**config.mk**
```make
export PLATFORM = sky130hd
export DESIGN_NAME = parking_alert_gen
export DESIGN_NICKNAME = d
export VERILOG_FILES = /design/src/rtl/parking_alert_pkg.sv /design/src/rtl/alert_channel.sv /design/src/rtl/parking_alert_gen.sv
export SDC_FILE = /design/constraint.sdc
export NUM_CORES = 1
export LEC_CHECK = 0
export CAP_MARGIN = 20
export CORE_ASPECT_RATIO = 0.9
export CORE_MARGIN = 2
export CORE_UTILIZATION = 39
export CTS_CLUSTER_DIAMETER = 40
export DETAILED_ROUTE_END_ITERATION = 10
export PLACE_DENSITY = 0.62
export SLEW_MARGIN = 5
export SYNTH_ARGS = -nofsm -noshare
export SYNTH_HDL_FRONTEND = slang
export SYNTH_SLANG_ARGS = --single-unit
```
**constraint.sdc**
```tcl
create_clock -name clk -period 8.75 [get_ports clk]
set_clock_uncertainty 0.15 [all_clocks]
set_input_delay 1.75 -clock clk [delete_from_list [all_inputs] [get_ports clk]]
set_output_delay 1.75 -clock clk [all_outputs]
set_load 0.05 [all_outputs]
```
**src/rtl/parking_alert_pkg.sv**
```systemverilog
// rtl/parking_alert_pkg.sv - shared types, defaults and helpers for parking_alert_gen
package parking_alert_pkg;

  typedef enum logic [1:0] {
    IDLE = 2'd0,
    HIGH = 2'd1,
    LOW  = 2'd2
  } state_t;

  localparam int DEF_CNT_W   = 26;
  localparam int DEF_PULSE_W = 4;

  // a single channel still needs a one-bit index
  function automatic int id_width(input int n);
    return (n > 1) ? $clog2(n) : 1;
  endfunction

endpackage

```
**src/rtl/alert_channel.sv**
```systemverilog
// rtl/alert_channel.sv - one burst blink channel: edge detect, IDLE/HIGH/LOW FSM, counters
// ALERT_RETRIGGER_EN: a rising edge mid-burst restarts the burst with freshly latched settings
module alert_channel
  import parking_alert_pkg::*;
#(
  parameter int CNT_W   = DEF_CNT_W,
  parameter int PULSE_W = DEF_PULSE_W
) (
  input  logic               clk,
  input  logic               rst_n,
  input  logic               trig,
  input  logic               abort,
  input  logic [CNT_W-1:0]   period,
  input  logic [PULSE_W-1:0] pulses,
  output logic               ch_out,
  output logic               busy,
  output logic               done
);

  state_t             state_q, state_d;
  logic [CNT_W-1:0]   per_q, per_d, cnt_q, cnt_d, half_last;
  logic [PULSE_W-1:0] pul_q, pul_d, pcnt_q, pcnt_d;
  logic               trig_q, rise, retrig, load, done_d;

  assign rise = trig & ~trig_q;
  // a latched period of 0 behaves as a one-cycle half-period
  assign half_last = (per_q == '0) ? '0 : per_q - CNT_W'(1);

`ifdef ALERT_RETRIGGER_EN
  assign retrig = rise;
`else
  assign retrig = 1'b0;
`endif

  always_comb begin
    state_d = state_q;
    per_d   = per_q;
    pul_d   = pul_q;
    cnt_d   = cnt_q;
    pcnt_d  = pcnt_q;
    done_d  = 1'b0;
    load    = 1'b0;
    if (abort) begin
      state_d = IDLE;
      cnt_d   = '0;
      pcnt_d  = '0;
    end else begin
      case (state_q)
        IDLE: load = rise && (pulses != '0);
        default: begin
          if (retrig) begin
            if (pulses != '0) begin
              load = 1'b1;
            end else begin
              state_d = IDLE;
              cnt_d   = '0;
              pcnt_d  = '0;
            end
          end else if (cnt_q != half_last) begin
            cnt_d = cnt_q + CNT_W'(1);
          end else begin
            cnt_d = '0;
            if (state_q == HIGH) begin
              state_d = LOW;
            end else if (pcnt_q == pul_q - PULSE_W'(1)) begin
              state_d = IDLE;
              pcnt_d  = '0;
              done_d  = 1'b1;
            end else begin
              pcnt_d  = pcnt_q + PULSE_W'(1);
              state_d = HIGH;
            end
          end
        end
      endcase
    end
    if (load) begin
      per_d   = period;
      pul_d   = pulses;
      cnt_d   = '0;
      pcnt_d  = '0;
      state_d = HIGH;
    end
  end

  always_ff @(posedge clk or negedge rst_n) begin
    if (!rst_n) begin
      state_q <= IDLE;
      per_q   <= '0;
      pul_q   <= '0;
      cnt_q   <= '0;
      pcnt_q  <= '0;
      trig_q  <= 1'b1;
      ch_out  <= 1'b0;
      busy    <= 1'b0;
      done    <= 1'b0;
    end else begin
      state_q <= state_d;
      per_q   <= per_d;
      pul_q   <= pul_d;
      cnt_q   <= cnt_d;
      pcnt_q  <= pcnt_d;
      trig_q  <= trig;
      ch_out  <= (state_d == HIGH);
      busy    <= (state_d != IDLE);
      done    <= done_d;
    end
  end

endmodule

```
**src/rtl/parking_alert_gen.sv**
```systemverilog
// rtl/parking_alert_gen.sv - multi-channel burst blink generator with fixed-priority shared output
// ALERT_RETRIGGER_EN (see alert_channel) enables mid-burst retrigger on every channel
module parking_alert_gen
  import parking_alert_pkg::*;
#(
  parameter  int NUM_CH  = 4,
  parameter  int CNT_W   = DEF_CNT_W,
  parameter  int PULSE_W = DEF_PULSE_W,
  localparam int ID_W    = id_width(NUM_CH)
) (
  input  logic                      clk,
  input  logic                      rst_n,
  input  logic [NUM_CH-1:0]         trig,
  input  logic [NUM_CH-1:0]         abort,
  input  logic [NUM_CH*CNT_W-1:0]   period,
  input  logic [NUM_CH*PULSE_W-1:0] pulses,
  output logic [NUM_CH-1:0]         ch_out,
  output logic [NUM_CH-1:0]         busy,
  output logic [NUM_CH-1:0]         done,
  output logic                      alert_out,
  output logic [ID_W-1:0]           active_id
);

  for (genvar g = 0; g < NUM_CH; g++) begin : g_ch
    alert_channel #(
      .CNT_W  (CNT_W),
      .PULSE_W(PULSE_W)
    ) u_ch (
      .clk   (clk),
      .rst_n (rst_n),
      .trig  (trig[g]),
      .abort (abort[g]),
      .period(period[g*CNT_W +: CNT_W]),
      .pulses(pulses[g*PULSE_W +: PULSE_W]),
      .ch_out(ch_out[g]),
      .busy  (busy[g]),
      .done  (done[g])
    );
  end

  // scan from the top down so the lowest busy index is the last to win
  always_comb begin
    alert_out = 1'b0;
    active_id = '0;
    for (int i = NUM_CH - 1; i >= 0; i--) begin
      if (busy[i]) begin
        alert_out = ch_out[i];
        active_id = ID_W'(i);
      end
    end
  end

endmodule

```
==> results.py <==
# Metrics from the implementation run
metrics = {
    "synthesis": {
        "ys_sh_mux_pct": 8.11,
        "netlist_top_cells_area": "dfrtp_1, mux2_2, xnor2_1",
        "postSynthCellCount": 1982,
        "post_synth_instance_area_um2": 17800,
        "netlist-cell-type-count": 92,
    },
    "place": {
        "dp.final_hpwl_mm": 34.4,
        "portBuffers": 144,
    },
    "cells_and_area": {
        "fin_nets": 2214,
        "final_layout_size_suffix_gt1_share_pct": 13.0,
        "area.combinational_um2": 10500,
    },
    "floorplanning": {
        "ioPinCount": 145,
    },
    "grt": {
        "groute.layer.met2.usage_pct": 30.5,
    },
    "hold_path": {
        "class_of_the_most_critical_hold_timing_path": "reg -> reg",
        "cells_on_worst_hold_path": 1,
    },
    "power_and_ir_drop": {
        "p_leak_nw": 8.43,
        "p_clk_mw": 2.14,
        "power_frac_clock_pct": 45.2,
    },
    "cts": {
        "ctsLongestPathBuffers": 3,
        "cts_buffers": 52,
        "clock-sinks": 264,
        "postCtsResizedCells": 0,
    },
    "sta": {
        "timing.final.crit_period_ns": 4.89,
        "hold_fails_final_rpt": 0,
        "setup_tns_ns": 0,
    },
    "status": {
        "outcome": "finished, final reports clean",
    },
    "route": {
        "viasPerCell": 5.74,
        "top_layer_used": "met4",
    },
    "worst_setup_path": {
        "critical_path.endpoint_type": "register",
        "crit_cells": 10,
        "startpoint": "g_ch[0].u_ch.per_q[4]",
        "cp.required_ns": 9.04,
    },
}
## worst register-to-register path: stages (launching register included)
cell     delay (ns)
dfrtp_1        0.46
or4_1          0.77
or3_1          0.57
or4_1          0.47
a21oi_1        0.18
mux2i_1        0.29
nor4b_1        0.32
nand4_1        0.12
or3_1          0.56
o21ai_2        0.71
nor2_1         0.13
## layout make-up
type                            instances  area share [%]
Clock buffer                           59            6.41
Tap cell                              608            3.54
Multi-Input combinational cell       1540            48.7
Inverter                               52           0.908
Clock inverter                         39            2.35
Timing Repair Buffer                  158            7.32
Sequential cell                       264            30.7
## through the flow
stage	power [mW]	instances
2_1_floorplan	2.29	1982
3_3_place_gp	2.57	2620
3_5_place_dp	2.60	2621
4_1_cts	4.78	2719
5_1_grt	4.98	2720
6_report	4.73	2720
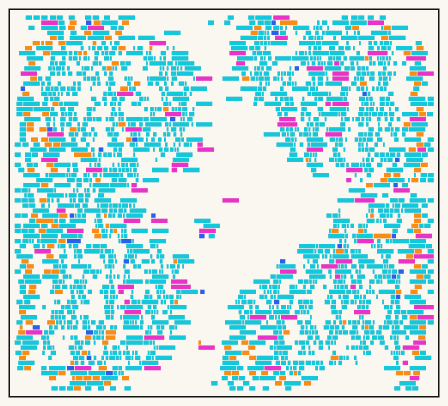
Fig. 1. Cells by drive strength.
- cyan: _0 and _1 cells (cells 1838)
- orange: _2 cells (cells 164)
- blue: _3 and _4 cells (cells 31)
- magenta: _6 and larger (cells 79)
post-layout worst setup margin: 3.86 ns
number of buffers outside the clock class in the layout: 158

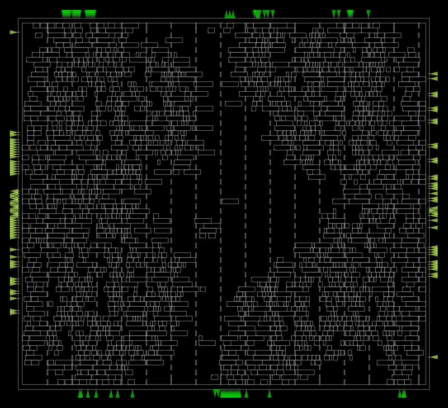
Fig. 2. Placement view.
num rows: 74
non-filler cells in the finished layout: 2720
Core Box Area: 45300 µm²
sequential cell count: 264
# Taps: 608

Power figures rest on the tool's default switching activity, not on a simulated workload.
